===== src/rtl/aq_iu_vsetvl_req.sv =====
// aq_iu_vsetvl_req: IU-side initiator for vsetvl/vsetvli.
// Captures the EX1 operands and sends a one-cycle request to the CP0 special
// unit. It then waits for the completion and the new vl, and writes that value
// back through the RTU writeback port. If CP0 never answers, a response timeout
// forces completion with vl = 0 so the pipeline cannot hang.
module aq_iu_vsetvl_req #(
  parameter int RSP_TIMEOUT = 16,  // WAIT cycles before forced completion (>= 2)
  parameter int CNT_W       = 5    // must hold RSP_TIMEOUT-1
) (
  input  logic        forever_cpuclk,
  input  logic        cpurst,
  input  logic        ex1_vsetvl_vld,
  input  logic        ex1_vsetvl_dp,
  input  logic [63:0] ex1_rs1,
  input  logic [11:0] ex1_vtype,
  input  logic        ex1_rs1_x0,
  input  logic        ex1_rd_x0,
  input  logic [4:0]  ex1_rd_idx,
  input  logic        rtu_iu_flush,
  output logic        iu_ex1_vsetvl_stall,
  output logic        iu_ex1_vsetvl_done,
  output logic        iui_special_vsetvl,
  output logic        iui_special_vsetvl_dp,
  output logic [63:0] iui_special_vsetvl_rs1,
  output logic [11:0] iui_special_vsetvl_rs2,
  output logic        iui_special_rs1_x0,
  input  logic        special_iui_vsetvl_cmplt,
  input  logic [63:0] special_iui_vsetvl_wdata,
  output logic        iu_rtu_wb_vld,
  output logic [4:0]  iu_rtu_wb_idx,
  output logic [63:0] iu_rtu_wb_data,
  input  logic        rtu_iu_wb_grant,
  output logic        iu_vsetvl_busy
);

  localparam logic [1:0] IDLE = 2'd0;
  localparam logic [1:0] REQ  = 2'd1;
  localparam logic [1:0] WAIT = 2'd2;
  localparam logic [1:0] WB   = 2'd3;

  localparam logic [CNT_W-1:0] CNT_LAST = CNT_W'(RSP_TIMEOUT - 1);

  logic [1:0]       state;
  logic [CNT_W-1:0] cnt;
  logic             dp_q;
  logic [63:0]      rs1_q;
  logic [11:0]      vtype_q;
  logic             rs1_x0_q;
  logic             rd_x0_q;
  logic [4:0]       rd_idx_q;
  logic [63:0]      data_q;

  // Sequencer: capture in IDLE, request, wait (with timeout), write back.
  // NOTE: every register here uses non-blocking assignment. That way each
  // branch reads the pre-edge values, regardless of the order of statements.
  always_ff @(posedge forever_cpuclk) begin
    if (cpurst) begin
      // NOTE: the operand and data registers are cleared along with the
      // state. They drive outputs directly, and those outputs must read 0
      // after reset.
      state    <= IDLE;
      cnt      <= '0;
      dp_q     <= 1'b0;
      rs1_q    <= '0;
      vtype_q  <= '0;
      rs1_x0_q <= 1'b0;
      rd_x0_q  <= 1'b0;
      rd_idx_q <= '0;
      data_q   <= '0;
    end else if (rtu_iu_flush) begin
      // A flush abandons any transaction. Any response that arrives later
      // lands in IDLE and is ignored.
      state <= IDLE;
      cnt   <= '0;
    end else begin
      case (state)
        IDLE: begin
          if (ex1_vsetvl_vld) begin
            dp_q     <= ex1_vsetvl_dp;
            rs1_q    <= ex1_rs1;
            vtype_q  <= ex1_vtype;
            rs1_x0_q <= ex1_rs1_x0;
            rd_x0_q  <= ex1_rd_x0;
            rd_idx_q <= ex1_rd_idx;
            state    <= REQ;
          end
        end
        REQ: begin
          if (special_iui_vsetvl_cmplt) begin
            data_q <= special_iui_vsetvl_wdata;
            state  <= WB;
          end else begin
            cnt   <= '0;
            state <= WAIT;
          end
        end
        WAIT: begin
          // If the completion arrives in the timeout cycle, the completion
          // takes priority and its data is used.
          if (special_iui_vsetvl_cmplt) begin
            data_q <= special_iui_vsetvl_wdata;
            state  <= WB;
          end else if (cnt == CNT_LAST) begin
            data_q <= '0;
            state  <= WB;
          end else begin
            cnt <= cnt + CNT_W'(1);
          end
        end
        WB: begin
          if (rd_x0_q || rtu_iu_wb_grant) state <= IDLE;
        end
        default: state <= IDLE;
      endcase
    end
  end

  // Output decode. While reset is asserted, every output is forced to 0.
  always_comb begin
    iui_special_vsetvl     = !cpurst && (state == REQ);
    iu_vsetvl_busy         = !cpurst && (state != IDLE);
    iu_rtu_wb_vld          = !cpurst && !rtu_iu_flush && (state == WB) && !rd_x0_q;
    iu_ex1_vsetvl_done     = !cpurst && !rtu_iu_flush && (state == WB) &&
                             (rd_x0_q || rtu_iu_wb_grant);
    iu_ex1_vsetvl_stall    = !cpurst && ex1_vsetvl_vld && !iu_ex1_vsetvl_done;
    iui_special_vsetvl_dp  = !cpurst && dp_q;
    iui_special_vsetvl_rs1 = cpurst ? 64'd0 : rs1_q;
    iui_special_vsetvl_rs2 = cpurst ? 12'd0 : vtype_q;
    iui_special_rs1_x0     = !cpurst && rs1_x0_q;
    iu_rtu_wb_idx          = cpurst ? 5'd0 : rd_idx_q;
    iu_rtu_wb_data         = cpurst ? 64'd0 : data_q;
  end

endmodule


===== config.mk =====
export PLATFORM = sky130hd
export DESIGN_NAME = aq_iu_vsetvl_req
export DESIGN_NICKNAME = d
export VERILOG_FILES = /design/src/rtl/aq_iu_vsetvl_req.sv
export SDC_FILE = /design/constraint.sdc
export NUM_CORES = 1
export LEC_CHECK = 0
export ABC_AREA = 1
export CORE_AREA = 2 2 127 129
export DETAILED_ROUTE_END_ITERATION = 7
export DIE_AREA = 0 0 129 131
export PLACE_DENSITY = 0.93
export SLEW_MARGIN = 20
export SYNTH_ARGS = -nofsm -noshare
export SYNTH_HDL_FRONTEND = slang
export SYNTH_SLANG_ARGS = --single-unit

===== constraint.sdc =====
create_clock -name forever_cpuclk -period 3.7 [get_ports forever_cpuclk]
set_clock_uncertainty 0.2 [all_clocks]
set_input_delay 0.74 -clock forever_cpuclk [delete_from_list [all_inputs] [get_ports forever_cpuclk]]
set_output_delay 0.74 -clock forever_cpuclk [all_outputs]
set_load 0.01 [all_outputs]

run_1/class_map.png
(3 px per µm) Fill, decap, tap and diode cells in gray.
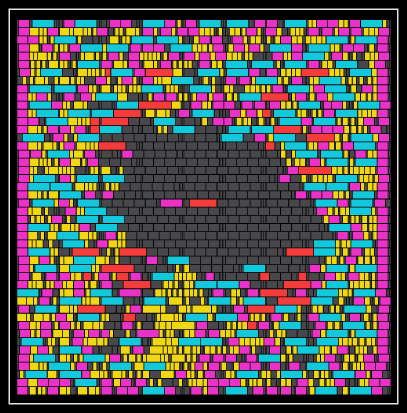
Key: cyan = sequential cells [cells 155]; yellow = remaining logic cells [cells 731]; red = clock drivers and dummy loads [cells 32]; magenta = remaining buffers and delay cells [cells 315]
Layout Utilization: 68.2%
Seq/total area: 29.2%
# rows: 46
final non-filler cell area: 10,600 µm²

run_1/m2.png
(4 px per µm) Cells faint in the background.
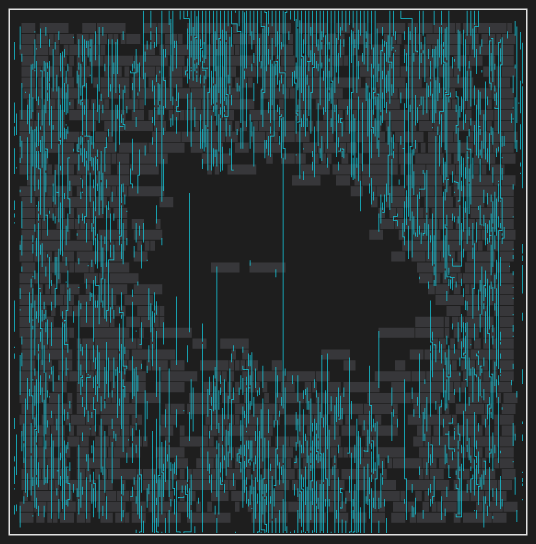
The wires run mostly vertical. 1,111 nets have wire on it. The layer carries 9,300 µm of wire.
global routing usage on met2: 37.2%
Vias: 6,719
Routed WL: 18,800 µm

run_1/port_trees.png
(3 px per µm)
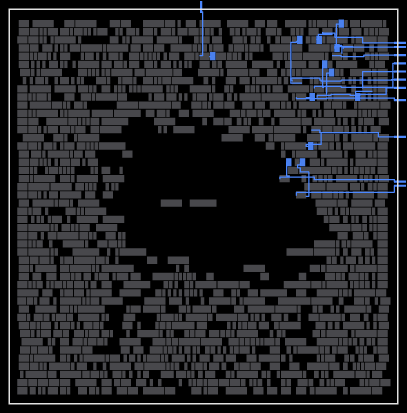
Key: blue = ex1_vtype [direction input, edge 11 east, 1 north, end cells 12, buffers 12, wire 449 µm]
Ports: 306
IO buf count: 305

run_1/clock_wires.png
(4 px per µm)
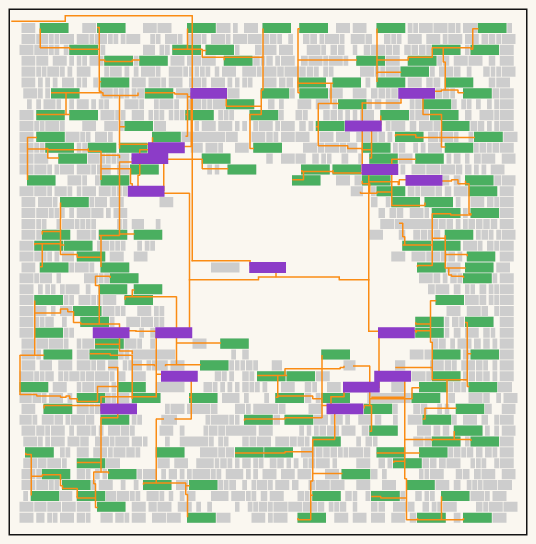
Key: purple = clock-net drivers [count 17]; green = flip-flops [count 155]; orange = clock wires [length 1,950 µm]
There are 18 routed clock nets. Position of the flops: widely spread.
clk pwr: 1.88 mW
clock share of power: 43.0%

==> flow_summary.json, run 1 <==
{
  "hold_viol_final": 0,
  "antenna_found_initial": 0,
  "die_area_um2": 16900,
  "rsz0062_at_grt": "false",
  "synth-edff-count": 0,
  "cp.depth": 7,
  "path_cells": "clkdlybuf4s50_1, nor2_1, nand2_1, or2_2, nand3_1, inv_1, clkdlybuf4s50_1",
  "post_cts_buffers": 0,
  "power_mw": 4.38,
  "tritoncts": "done",
  "floorplan.nets": 1111,
  "maxPowerGroup": "the clock network",
  "diodes": 0,
  "combPwrFrac_pct": 15.9,
  "grt.busiest_layer": "met2",
  "ys_sh_aoi_pct": 20.7,
  "synth-xor-area-share_pct": 0,
  "die_w_um": 129,
  "areaGrowthSynthToFinish_pct": 51.6,
  "grt_pass1_wl_um": 28500,
  "r2r_slack_ns": 1.35,
  "grt_usage_pct": 21.3,
  "fillers": 1197,
  "dpl_cell_area_um2": 10000,
  "nNetsFinal": 1381,
  "initCoreUtil_pct": 45.0,
  "ys_area_um2": 7020,
  "setup_slack_ns": 0.444,
  "irDropWorstVdd_uv": 285,
  "power_switching_mw": 1.11,
  "insertion_delay_ns": 0.41,
  "cp.required_ns": 2.76,
  "setup_violations": 0,
  "ant_nets": 0,
  "p_sw_share_pct": 25.4,
  "crit_path_max_fanout": 4,
  "pwr_density_cell_nw_per_um2": 412,
  "firstDrtPassIters": 5,
  "core_area_um2": 15600,
  "ys_top_logic_family": "AND-OR/OR-AND gates",
  "drtIter0Drc": 336,
  "worst_pin_slew_ns": 0.713,
  "synth_cells": 950,
  "yosys_warnings": 0,
  "cp-startpoint": "rtu_iu_flush",
  "top_cell_area_share_pct": 44.2,
  "min_to": "rs1_q[53]$_SDFFE_PP0P_",
  "clock-sinks": 155,
  "top_cell": "inv_1",
  "syn_area_um2": 7020,
  "yosysTopAreaCell": "dfxtp_1",
  "async_flop_share_pct": 0,
  "place_inst": 1417,
  "finalClockPeriodUsage_pct": 88.0,
  "grt_overflow": 0,
  "via_per_inst": 4.64,
  "path_common_cell": "clkdlybuf4s50_1",
  "comb_area_um2": 2840,
  "cp_slowest_stage_delay_ns": 0.47,
  "synthAdderAreaFrac_pct": 1.25,
  "path_clk_slew_ns": 0.06,
  "synth_cell_types": 27,
  "grt_pass1_vias": 5945,
  "max_freq_mhz": 307,
  "timing.rr.end": "data_q[39]$_SDFFE_PP0P_",
  "htreeDepth": 4,
  "ys_cells": 950,
  "syn-mean-instance-area_um2": 7.39,
  "maxCapViolCount": 0,
  "post_drt_wl_per_cell_um": 13.0,
  "min-delay-start": "rs1_q[53]$_SDFFE_PP0P_",
  "critical_path_class": "primary input to primary output",
  "intPower_mw": 3.27,
  "drc": 0,
  "critPathCaptureType": "primary output",
  "crit_buf_inv": 3,
  "common_cells": "inv_1, nor2_1, dfxtp_1, nand2_1, a21oi_1",
  "lay_top_count": "clkdlybuf4s50_1",
  "ys.flops": 155,
  "drive_gt1_share_pct": 11.0,
  "p_comb_mw": 0.696,
  "die_y_um": 131,
  "min_path_cells": 2,
  "grt_use_met1_pct": 23.5,
  "crit_family": "buffers and inverters",
  "lay_top_cells": "clkdlybuf4s50_1, inv_1, nor2_1, dfxtp_1, nand2_1",
  "whs_ns": 0.253,
  "simple_gate_area_share_pct": 18.3,
  "root_buffer": "clkbuf_16",
  "cts.hold.buffers_added": 0,
  "post_cts_resized": 0,
  "seq_power_mw": 1.80,
  "place_ws_ns": 0.443,
  "rr_worst_depth": 10,
  "use_met3_pct": 8.88,
  "leakagePower_nw": 4.08,
  "hp-class": "flop to flop",
  "setup.worst_path.end": "iu_ex1_vsetvl_stall",
  "ys_seq_share_pct": 44.2,
  "fin_cells": 1449,
  "period_minus_slack_ns": 3.26,
  "status": "complete, no violations",
  "cts_made_buffers": 17,
  "place_congestion": 0.799,
  "cp.arrival_ns": 2.32,
  "setup_tns_ns": 0,
  "crit_slowest_cell": "clkdlybuf4s50_1",
  "maxSlewViolCount": 0,
  "ff_type": "dfxtp_1",
  "grt_max_degree": 85,
  "seq_power_share_pct": 41.1,
  "mux_area_share_pct": 0,
  "seq_area_um2": 3100,
  "warnings": 30,
  "area_leaders": "dfxtp_1, inv_1, nor2_1, o21ai_2, nand2_1",
  "hpwlAfterDp_um": 13300,
  "clock_path_buffers": 2,
  "max_slew_margin_pct": 52.5,
  "worstSetupStartpointType": "primary input",
  "reg2reg_from": "cnt[1]$_SDFFE_PP0P_"
}
==> run 1: metal layers <==
layer	part of all wire (%)	vias up
met3	10	20
met4	1.4	0
met1	39	3008
li1	-	3442
met5	0	-
met2	49	249
==> run 1: final cells by class <==
cell class              count  area share, %
clock buffers              17           4.00
multi-input cells         564           26.7
well taps                 216           2.54
inverters                 167           5.89
repair buffers            315           29.7
flip-flops and latches    155           29.2
clock inverters            15           2.01
==> run 1: flip-flops by register name, indices dropped and copies added, names as in the netlist, 2 cells and up <==
signal	count
vtype_q	12
rd_idx_q	5
rs1_q	64
cnt	5
data_q	64
state	2
==> run 1: worst reg2reg max path, delay by kind of cell, from the launching register on <==
kind / cells / cell delay, ns
simple gates: 5 / 0.86
buf+inv: 2 / 0.45
flops: 1 / 0.35
fa+ha+maj: 2 / 0.33
compound gates: 1 / 0.06
==> run 2: changes to the inputs <==
Settings changed: MAX_ROUTING_LAYER set to met4, SKIP_CTS_REPAIR_TIMING set to 1.
run_2/clock_wires.png
(4 px per µm)
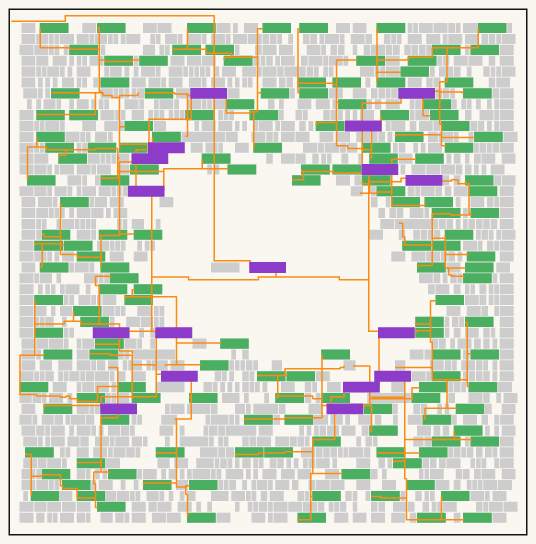
Key: purple = clock-net drivers [count 17]; orange = clock wires [length 1,940 µm]; green = flip-flops [count 155]
Position of the flops: widely spread. There are 18 routed clock nets.
Late-Pin Clk Latency: 0.41 ns

==> flow_summary.json, run 2 <==
{
  "status": "complete, no violations",
  "critical_path_class": "primary input to primary output",
  "core_area_um2": 15600,
  "fillers": 1197,
  "leakagePower_nw": 4.08,
  "via_per_inst": 4.60,
  "dr_wl_met2_um": 9240,
  "ys_seq_share_pct": 44.2,
  "hold_viol_final": 0,
  "die_area_um2": 16900,
  "ant_nets": 0,
  "top_cell_area_share_pct": 44.2,
  "path_cells": "clkdlybuf4s50_1, nor2_1, nand2_1, or2_2, nand3_1, inv_1, clkdlybuf4s50_1",
  "p_sw_share_pct": 25.4,
  "nNetsFinal": 1381,
  "synthAdderAreaFrac_pct": 1.25,
  "setup_violations": 0,
  "worst_pin_slew_ns": 0.711,
  "mux_area_share_pct": 0,
  "dr_wl_met3_um": 1610,
  "num_vias": 6668,
  "maxPowerGroup": "the clock network",
  "p_comb_mw": 0.697,
  "setup_tns_ns": 0,
  "seq_area_um2": 3100,
  "timing.rr.end": "data_q[38]$_SDFFE_PP0P_",
  "rr_worst_depth": 10,
  "power_switching_mw": 1.11,
  "grt_pass1_wl_um": 28500,
  "clock-sinks": 155,
  "cp.arrival_ns": 2.31,
  "grt_max_degree": 85,
  "synth-edff-count": 0,
  "drive_gt1_share_pct": 11.0,
  "irDropWorstVdd_uv": 284,
  "yosys_warnings": 0,
  "critPathCaptureType": "primary output",
  "ys_area_um2": 7020,
  "powerClk_mw": 1.88,
  "topRoutingLayerUsed": "met4",
  "seq_power_mw": 1.80,
  "reg2reg_from": "cnt[1]$_SDFFE_PP0P_",
  "async_flop_share_pct": 0,
  "cts_made_buffers": 17,
  "period_minus_slack_ns": 3.25,
  "place_congestion": 0.810,
  "area_leaders": "dfxtp_1, inv_1, nor2_1, o21ai_2, nand2_1",
  "common_cells": "inv_1, nor2_1, dfxtp_1, nand2_1, a21oi_1",
  "lay_top_cells": "clkdlybuf4s50_1, inv_1, nor2_1, dfxtp_1, nand2_1",
  "ys_cells": 950,
  "port-buffer-count": 305,
  "maxSlewViolCount": 0,
  "diodes": 0,
  "crit_path_max_fanout": 4,
  "use_met3_pct": 7.33,
  "ys.flops": 155,
  "syn-mean-instance-area_um2": 7.39,
  "max_slew_margin_pct": 52.6,
  "pwr_density_cell_nw_per_um2": 412,
  "root_buffer": "clkbuf_16",
  "grt_use_met1_pct": 24.7,
  "areaGrowthSynthToFinish_pct": 51.6,
  "hp-class": "flop to flop",
  "top_regs": "data_q x64, rs1_q x64, vtype_q x12",
  "path_common_cell": "clkdlybuf4s50_1",
  "power_frac_clock_pct": 43.0,
  "lay_top_count": "clkdlybuf4s50_1",
  "seq_power_share_pct": 41.1,
  "row_count": 46,
  "grt.busiest_layer": "met2",
  "synth-xor-area-share_pct": 0,
  "min_to": "rs1_q[53]$_SDFFE_PP0P_",
  "hpwlAfterDp_um": 13300,
  "maxCapViolCount": 0,
  "cp-startpoint": "rtu_iu_flush",
  "post_drt_wl_per_cell_um": 13.0,
  "io_pins": 306,
  "drtIter0Drc": 332,
  "wl_um": 18800,
  "rsz0062_at_grt": "false",
  "antenna_found_initial": 0,
  "r2r_slack_ns": 1.34,
  "setup.worst_path.end": "iu_ex1_vsetvl_stall",
  "grt_overflow": 0,
  "tritoncts": "done",
  "finalClockPeriodUsage_pct": 88.0,
  "ys_top_logic_family": "AND-OR/OR-AND gates",
  "cp.required_ns": 2.76,
  "die_y_um": 131,
  "ff_type": "dfxtp_1",
  "drc": 0,
  "min-delay-start": "rs1_q[53]$_SDFFE_PP0P_",
  "synth_cells": 950,
  "clock_path_buffers": 2,
  "top_cell": "inv_1",
  "die_w_um": 129,
  "initCoreUtil_pct": 45.0,
  "ys_sh_aoi_pct": 20.7,
  "cp_slowest_stage_delay_ns": 0.47,
  "power_mw": 4.38,
  "synth_cell_types": 27,
  "grt_usage_pct": 22.0,
  "min_path_cells": 2,
  "firstDrtPassIters": 5,
  "simple_gate_area_share_pct": 18.3,
  "syn_area_um2": 7020,
  "grt_pass1_vias": 5953,
  "comb_area_um2": 2840,
  "combPwrFrac_pct": 15.9,
  "htreeDepth": 4,
  "intPower_mw": 3.27,
  "crit_slowest_cell": "clkdlybuf4s50_1"
}
run_2/port_trees.png
(3 px per µm)
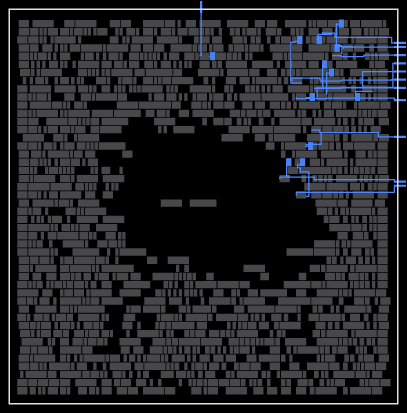
Key: blue = ex1_vtype [direction input, edge 11 east, 1 north, end cells 12, buffers 12, wire 446 µm]

run 2: critical path: cells and delay by family:
kind	cells	cell delay (ns)
buffers and inverters	3	0.93
AND/OR/NAND/NOR	4	0.65
run 2: area by class of cell:
class	count	area share (%)
clock buffers	17	4.00
well taps	216	2.54
repair buffers	315	29.7
clock inverters	15	2.01
inverters	167	5.89
flip-flops and latches	155	29.2
multi-input cells	564	26.7
run 2: through the flow:
step	utilization, %	hold WS, ns	worst slack, ns	std cells	instance area, µm²
2_1_floorplan	-	0.230	1.20	950	7020
3_3_place_gp	64.1	0.239	0.475	1417	10000
3_5_place_dp	64.1	0.246	0.443	1417	10000
4_1_cts	68.2	0.256	0.442	1449	10600
5_1_grt	68.2	0.267	0.336	1449	10600
6_report	68.2	0.252	0.445	1449	10600
Power figures rest on the tool's default switching activity, not on a simulated workload.
